--- src/rtl/present_pkg.sv ---
// Shared types and constants for the bonus present: state encoding, present kinds, LFSR taps.
package present_pkg;

   typedef enum logic [1:0] {IDLE, FALLING, LANDED} present_st_t;

   localparam logic [1:0] PRESENT_LIFE       = 2'b00;
   localparam logic [1:0] PRESENT_SUPER_ROPE = 2'b01;
   localparam logic [1:0] PRESENT_SPEED      = 2'b10;
   localparam logic [1:0] PRESENT_IMMORTAL   = 2'b11;

   // Fibonacci taps 16,14,13,11 (maximal length, never reaches zero from a non-zero seed)
   localparam logic [15:0] LFSR_TAPS = 16'hB400;

endpackage

--- src/rtl/present_lfsr.sv ---
// Free-running 16-bit Fibonacci LFSR; exposes only the bits used for spawn position and type.
module present_lfsr
   import present_pkg::*;
#(
   parameter logic [15:0] SEED = 16'hACE1
) (
   input  logic       clk,
   input  logic       resetN,
   output logic [1:0] value_hi,
   output logic [8:0] value_lo
);

   logic [15:0] state;
   logic        feedback;

   assign feedback = ^(state & LFSR_TAPS);

   always_ff @(posedge clk or negedge resetN) begin
      if (!resetN) state <= SEED;
      else         state <= {state[14:0], feedback};
   end

   assign value_hi = state[15:14];
   assign value_lo = state[8:0];

endmodule

--- src/rtl/present_dropper.sv ---
// Spawns, animates and retires the single falling bonus present.
// Optional PRESENT_GRAVITY_EN: accelerating fall (velocity 1 up to FALL_SPEED) instead of constant speed.
//
// state   | meaning
// IDLE    | no present on screen; waits for presentDrop while presentsVisible
// FALLING | present moving down by speed on each startOfFrame
// LANDED  | present resting on the floor; retires after LAND_SECONDS secClk pulses
module present_dropper
   import present_pkg::*;
#(
   parameter int          X_MIN        = 64,
   parameter int          SPAWN_Y      = 0,
   parameter int          FLOOR_Y      = 447,
   parameter int          FALL_SPEED   = 2,
   parameter int          LAND_SECONDS = 3,
   parameter logic [15:0] LFSR_SEED    = 16'hACE1
) (
   input  logic        clk,
   input  logic        resetN,
   input  logic        startOfFrame,
   input  logic        secClk,
   input  logic        presentDrop,
   input  logic        presentsVisible,
   input  logic        col_present,
   output logic [10:0] presentX,
   output logic [10:0] presentY,
   output logic [1:0]  presentType,
   output logic        presentActive,
   output logic        presentTaken
);

   present_st_t state_q, state_d;
   logic [10:0] x_d, y_d;
   logic [1:0]  type_d;
   logic [7:0]  timer_q, timer_d;
   logic        taken_d;
   logic [1:0]  lfsr_hi;
   logic [8:0]  lfsr_lo;
   logic [3:0]  speed;
   logic [11:0] y_sum;
   logic        landing;

   present_lfsr #(.SEED(LFSR_SEED)) u_lfsr (
      .clk      (clk),
      .resetN   (resetN),
      .value_hi (lfsr_hi),
      .value_lo (lfsr_lo)
   );

`ifdef PRESENT_GRAVITY_EN
   logic [3:0] vel_q, vel_d;
   assign speed = vel_q;
`else
   assign speed = 4'(FALL_SPEED);
`endif

   // 12-bit sum so a position near the top of the 11-bit range cannot wrap past the floor
   assign y_sum   = {1'b0, presentY} + {8'd0, speed};
   assign landing = (y_sum >= 12'(FLOOR_Y));

   always_comb begin
      state_d = state_q;
      x_d     = presentX;
      y_d     = presentY;
      type_d  = presentType;
      timer_d = timer_q;
      taken_d = 1'b0;
`ifdef PRESENT_GRAVITY_EN
      vel_d   = vel_q;
`endif
      if (!presentsVisible) begin
         state_d = IDLE;
      end else begin
         case (state_q)
            IDLE: begin
               if (presentDrop) begin
                  state_d = FALLING;
                  x_d     = 11'(X_MIN) + {2'b00, lfsr_lo};
                  y_d     = 11'(SPAWN_Y);
                  type_d  = lfsr_hi;
`ifdef PRESENT_GRAVITY_EN
                  vel_d   = 4'd1;
`endif
               end
            end
            FALLING: begin
               if (col_present) begin
                  state_d = IDLE;
                  taken_d = 1'b1;
               end else if (startOfFrame) begin
`ifdef PRESENT_GRAVITY_EN
                  if (vel_q < 4'(FALL_SPEED)) vel_d = vel_q + 4'd1;
`endif
                  if (landing) begin
                     y_d     = 11'(FLOOR_Y);
                     timer_d = 8'(LAND_SECONDS);
                     state_d = LANDED;
                  end else begin
                     y_d = y_sum[10:0];
                  end
               end
            end
            LANDED: begin
               if (col_present) begin
                  state_d = IDLE;
                  taken_d = 1'b1;
               end else if (secClk) begin
                  if (timer_q != 8'd0) timer_d = timer_q - 8'd1;
                  // a zero timer (LAND_SECONDS=0) retires on the first second as well
                  if (timer_q <= 8'd1) state_d = IDLE;
               end
            end
            default: state_d = IDLE;
         endcase
      end
   end

   always_ff @(posedge clk or negedge resetN) begin
      if (!resetN) begin
         state_q       <= IDLE;
         presentX      <= '0;
         presentY      <= '0;
         presentType   <= PRESENT_LIFE;
         presentActive <= 1'b0;
         presentTaken  <= 1'b0;
         timer_q       <= '0;
`ifdef PRESENT_GRAVITY_EN
         vel_q         <= '0;
`endif
      end else begin
         state_q       <= state_d;
         presentX      <= x_d;
         presentY      <= y_d;
         presentType   <= type_d;
         presentActive <= (state_d != IDLE);
         presentTaken  <= taken_d;
         timer_q       <= timer_d;
`ifdef PRESENT_GRAVITY_EN
         vel_q         <= vel_d;
`endif
      end
   end

endmodule

--- config.mk ---
export PLATFORM = sky130hd
export DESIGN_NAME = present_dropper
export DESIGN_NICKNAME = d
export VERILOG_FILES = /design/src/rtl/present_pkg.sv /design/src/rtl/present_lfsr.sv /design/src/rtl/present_dropper.sv
export SDC_FILE = /design/constraint.sdc
export NUM_CORES = 1
export LEC_CHECK = 0
export CAP_MARGIN = 20
export CORE_MARGIN = 3
export CORE_UTILIZATION = 30
export CTS_CLUSTER_DIAMETER = 80
export DETAILED_ROUTE_END_ITERATION = 8
export SLEW_MARGIN = 20
export SYNTH_ARGS = -nofsm -noshare
export SYNTH_HDL_FRONTEND = slang
export SYNTH_SLANG_ARGS = --single-unit
export TNS_END_PERCENT = 1
--- constraint.sdc ---
create_clock -name clk -period 5.53 [get_ports clk]
set_input_delay 1.106 -clock clk [delete_from_list [all_inputs] [get_ports clk]]
set_output_delay 1.106 -clock clk [all_outputs]
set_load 0.02 [all_outputs]
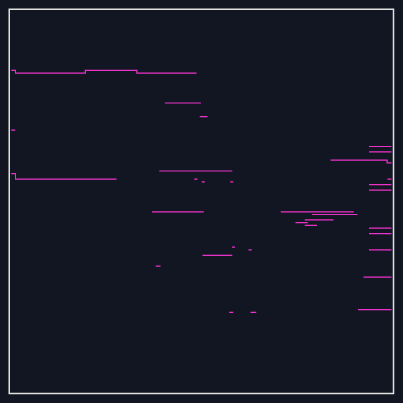
**Above:** run 1 (signal wires on met3).
Scale: 4 px per um.
nets with wire on the layer: 23
longest straight run: 25.1 um
wire length on this layer: 238 um
share of all routed wire: 5.0%
vias: 1749
WL final: 4740 um
met3 Track Usage GR: 0.0371

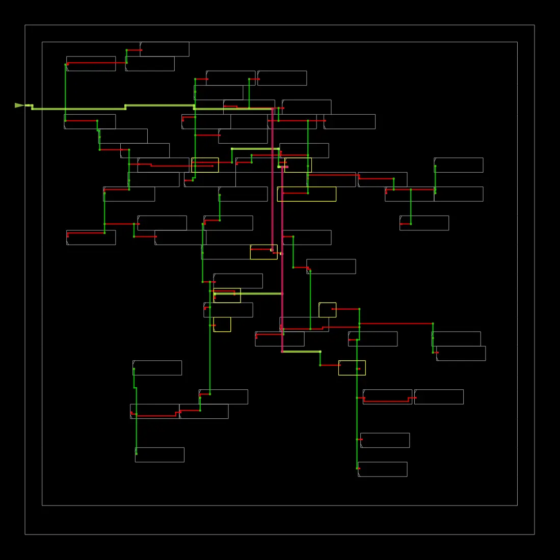
**Above:** run 1 (clock routing).
registers: 51
TritonCTS Sinks: 51
clock-net power: 0.264 mW

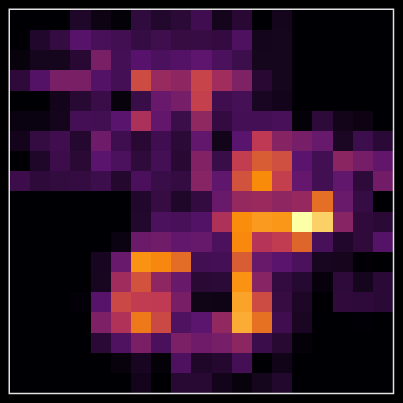
**Above:** run 1 (routed metal per tile).
Scale: 4 px per um. The die is cut into 19 by 19 equal tiles; black is low, pale yellow is high, scaled to the fullest tile. Values are wire area over tile area, all layers added.
nearly empty tiles: 31%
emptiest ninth of the die: upper right
tiles over half the peak: 9.4%
fullest tile: 0.48
mean over tiles: 0.082
WL/cell: 13.6 um
GRT Overall Usage: 0.113

==> reports/metrics.csv, run 1 <==
metric,value,unit
Die Width,95.7,um
RSZ-0062 raised after global routing,false,
H-Tree Depth,2,
Worst Path Arrival,2930,ps
vias in the first global route,1683,
vias per inst,5.01,
most frequent cell after synthesis,dfrtp_1,
Post-synth EDFFs,0,
CP required,5700,ps
Site Rows,32,
initial antenna violation count,0,
outcome,finished clean,
LEAKAGE,1.27,nW
leading area contributor after synthesis,dfrtp_1,
DR iter-0 viols,86,
synthesized instance count,214,
ant diodes,0,
Final #Nets,261,
final setup TNS,0,ps
logic area,1050,um^2
[run 1: kinds of logic after synthesis]
family / after synthesis / synth area share
buffers and inverters: 14 / 0.0327
flip-flops: 51 / 0.533
adder cells (fa/ha/maj): 8 / 0.0415
AND/OR/NAND/NOR: 75 / 0.174
other: 1 / 0.00155
AND-OR/OR-AND: 49 / 0.148
XOR/XNOR: 5 / 0.0182
multiplexers: 11 / 0.0508
[run 1: routing by layer]
metal	part of all wire	vias to the layer above	GRT usage
met1	0.47	861	0.149
met5	0	-	0
met3	0.050	11	0.0371
met2	0.45	41	0.167
met4	0.023	0	0.0509
li1	-	836	-
[run 1: through the flow]
stage | worst slack [ps] | power, mW
after floorplan | 3260 | 0.504
after global placement | 2480 | 0.548
after detailed placement | 2470 | 0.549
after CTS | 2790 | 0.817
after global routing | 2650 | 0.854
final | 2770 | 0.806
[run 1: sequential cells by signal (all words and copies together) (netlist names)]
name,flops
presentActive,1
presentTaken,1
presentType,2
presentX,10
presentY,11
state_q,2
timer_q,8
u_lfsr.state,16
[run 1: final cells by class]
cell class / count / share of cell area
Clock buffer: 5 / 0.0236
Clock inverter: 3 / 0.0163
Inverter: 7 / 0.00901
Multi-Input combinational cell: 149 / 0.359
Sequential cell: 51 / 0.441
Tap cell: 102 / 0.0438
Timing Repair Buffer: 32 / 0.107
[run 1: power by group through the flow]
stage	clock network [mW]	logic (mW)	registers (mW)
6_report	0.264	0.121	0.420
3_3_place_gp	0	0.122	0.426
2_1_floorplan	0	0.0748	0.429
4_1_cts	0.274	0.123	0.420
5_1_grt	0.292	0.138	0.424
3_5_place_dp	0	0.122	0.427
[run 1: cell usage in the layout (no fill, tap or decap), types with 4 or more instances in the layout]
cell type        instances
mux2_2                  10
nor2_1                  10
and2_1                   5
xnor2_1                  4
clkdlybuf4s50_1         30
dfrtp_1                 43
ha_1                     8
dfstp_2                  8
a21oi_1                 10
clkbuf_8                 5
inv_1                    7
nand3_1                 10
o21ai_0                  8
a31oi_1                  4
and3_1                   7
nand2_1                 16
[run 1: path summary, 6_finish.rpt]
kind / from / endpoint / slack [ps]
max: startOfFrame / timer_q[3]$_DFFE_PN0P_ / 2770
min: u_lfsr.state[9]$_DFF_PN0_ / u_lfsr.state[10]$_DFF_PN1_ / 360
max reg2reg: state_q[0]$_DFF_PN0_ / timer_q[3]$_DFFE_PN0P_ / 2900
min reg2reg: u_lfsr.state[9]$_DFF_PN0_ / u_lfsr.state[10]$_DFF_PN1_ / 360
max in group asynchronous: resetN / timer_q[6]$_DFFE_PN0P_ / 4200
min in group asynchronous: resetN / presentY[7]$_DFFE_PN0P_ / 890
[run 1: worst max-delay path, delay by kind of cell]
kind            cells  cell delay (ps)
compound gates      1              150
buf+inv             1              500
mux                 1               90
simple gates        2             1090
==> run 2, diff against run 1 <==
==> constraint.sdc (replaced) <==
create_clock -name clk -period 2.9 [get_ports clk]
set_input_delay 0.58 -clock clk [delete_from_list [all_inputs] [get_ports clk]]
set_output_delay 0.58 -clock clk [all_outputs]
set_load 0.02 [all_outputs]
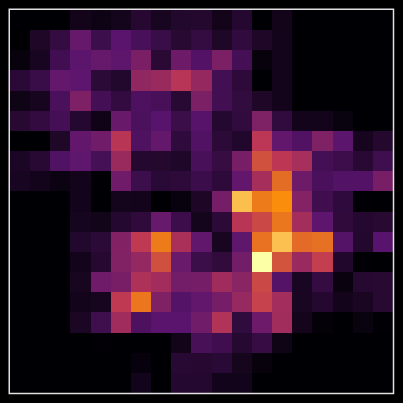
**Above:** run 2 (routed metal per tile).
Scale: 4 px per um. The die is cut into 19 by 19 equal tiles; black is low, pale yellow is high, scaled to the fullest tile. Values are wire area over tile area, all layers added.
mean over tiles: 0.082
nearly empty tiles: 30%
emptiest ninth of the die: upper right
fullest tile: 0.52
densest ninth of the die: middle right
tiles over half the peak: 5.8%
vias: 1709
WL final: 4800 um

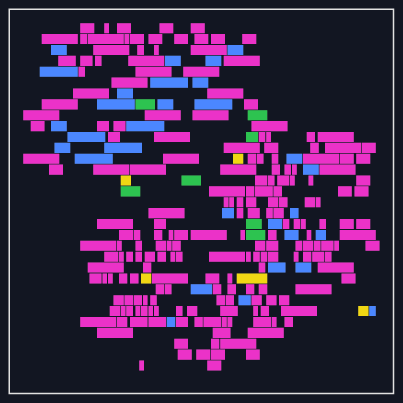
**Above:** run 2 (cells by drive strength).
Scale: 4 px per um.
[green] x6 and larger | cells: 7 | share: 2.8% | most used: clkbuf_8
[yellow] x3 and x4 | cells: 5 | share: 2.0% | most used: buf_4
[magenta] x1 and smaller | cells: 207 | share: 83% | most used: dfrtp_1
[blue] x2 | cells: 30 | share: 12% | most used: mux2_2
final setup margin: 520 ps
post-route cell area: 2910 um^2
Non-CTS buffers: 34
Synth-to-Final Area Change: 20.7%

==> run 2 against run 1 <==
  * Wire length up 1.4%
  * Clock skew about the same
  * Largest cell class unchanged
  * Global-route usage up 0.27 points
  * Final cell count up 0.57%
  * First-iteration DRC count down 42%
  * Register-to-register slack worse by 2400 ps
  * Core utilization down 0.064 points
  * Synthesized area unchanged
  * Via count down 2.3%
  * Design area down 0.17%
  * Combinational power up 94%
==> reports/metrics.csv, run 2 <==
metric,value,unit,change
outcome,finished clean,,
final setup TNS,0,ps,unchanged
WL/cell,13.7,um,+0.80%
CP required,3080,ps,-2620 ps
DR iter-0 viols,50,,-42%
GRT Overall Usage,0.115,,+0.00267
TritonCTS Sinks,51,,unchanged
Post-synth EDFFs,0,,unchanged
vias in the first global route,1702,,+1.1%
initial antenna violation count,0,,unchanged
Final #Nets,263,,+0.77%
Top cells excl fill/tap,"dfrtp_1, clkdlybuf4s50_1, nand2_1",,
final core occ,0.375,,
most numerous logic cell after layout,dfrtp_1,,
Buf/Inv on CP,0,,-1
Worst Path Arrival,2560,ps,-370 ps
r2r setup slk,520,ps,-2380 ps
RSZ-0062 raised after global routing,false,,
max FFs per register,16,,unchanged
post-layout period usage,0.821,,
Crit path depth,7,,+2
Worst setup EP type,flip-flop,,
Die Width,95.7,um,unchanged
reg2reg start,presentY[1]$_DFFE_PN0P_,,
Site Rows,32,,unchanged
most frequent cell after synthesis,dfrtp_1,,
H-Tree Depth,2,,unchanged
CP Cell Sequence,ha_1 > nand3_2 > nor4_1 > a211oi_2 > o211ai_4 > and2_1 > o221ai_1,,
vias per inst,4.87,,-2.8%
ant diodes,0,,unchanged
Reg with most FFs,u_lfsr.state,,
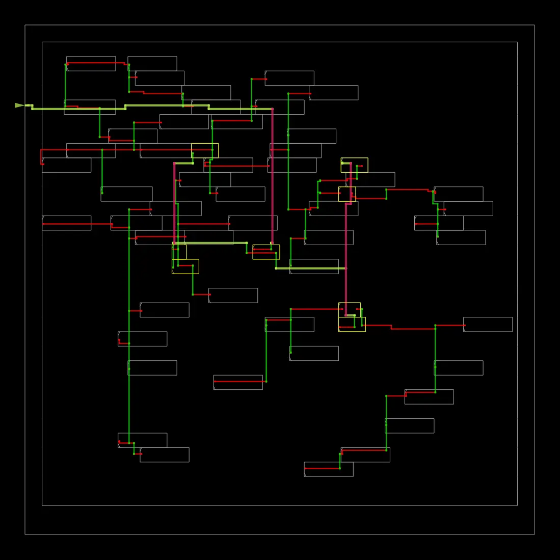
**Above:** run 2 (clock routing).
clock-net power: 0.441 mW
layout clock buffer count: 5
Final Skew: 7.54 ps
CTS buffer count: 5

[run 2: logic make-up (layout without fill, tap and decap cells)]
| logic type | count (synthesis) | in the layout | share of synthesized area |
|---|---|---|---|
| XOR/XNOR | 5 | 5 | 0.0182 |
| AND/OR/NAND/NOR | 75 | 75 | 0.174 |
| multiplexers | 11 | 11 | 0.0508 |
| AND-OR/OR-AND | 49 | 49 | 0.148 |
| other | 1 | 1 | 0.00155 |
| adder cells (fa/ha/maj) | 8 | 8 | 0.0415 |
| buffers and inverters | 14 | 49 | 0.0327 |
| flip-flops | 51 | 51 | 0.533 |
[run 2: power by group through the flow]
| stage | sequential [mW] | combinational (mW) | clock (mW) |
|---|---|---|---|
| 3_3_place_gp | 0.811 | 0.234 | 0 |
| 5_1_grt | 0.806 | 0.268 | 0.488 |
| 6_report | 0.798 | 0.235 | 0.441 |
| 3_5_place_dp | 0.810 | 0.237 | 0 |
| 4_1_cts | 0.797 | 0.239 | 0.464 |
| 2_1_floorplan | 0.818 | 0.143 | 0 |
[run 2: layout make-up]
type                    count  area [um^2]  area share
flip-flops and latches     51         1290       0.442
multi-input cells         149         1050       0.360
repair buffers             34          328       0.113
well taps                 102          128      0.0438
clock buffers               5         68.8      0.0236
clock inverters             3         27.5     0.00945
inverters                   7         26.3     0.00902
[run 2: worst max path at each step]
stage / startpoint / endpoint / slack, ps
after floorplan: presentY[1]$_DFFE_PN0P_ / timer_q[3]$_DFFE_PN0P_ / 730
after global placement: col_present / presentY[4]$_DFFE_PN0P_ / 590
after detailed placement: col_present / presentY[4]$_DFFE_PN0P_ / 560
after CTS: presentY[1]$_DFFE_PN0P_ / timer_q[4]$_DFFE_PN0P_ / 550
after global routing: state_q[0]$_DFF_PN0_ / timer_q[3]$_DFFE_PN0P_ / 280
final: presentY[1]$_DFFE_PN0P_ / timer_q[3]$_DFFE_PN0P_ / 520
[run 2: stage by stage]
step	power, mW	instances	instance area, um^2	hold slack (ps)	worst slack, ps
2_1_floorplan	0.960	214	2410	284	727
3_3_place_gp	1.05	343	2820	337	586
3_5_place_dp	1.05	343	2820	339	556
4_1_cts	1.50	351	2910	366	548
5_1_grt	1.56	351	2910	370	279
6_report	1.47	351	2910	344	520
[run 2: per-layer routing]
| metal | GRT usage | vias up | part of all wire |
|---|---|---|---|
| met1 | 0.162 | 825 | 0.49 |
| met3 | 0.0253 | 7 | 0.041 |
| met4 | 0.0450 | 0 | 0.014 |
| met5 | 0 | - | 0 |
| li1 | - | 842 | - |
| met2 | 0.173 | 35 | 0.46 |
Power is estimated from default activity; no workload was simulated.
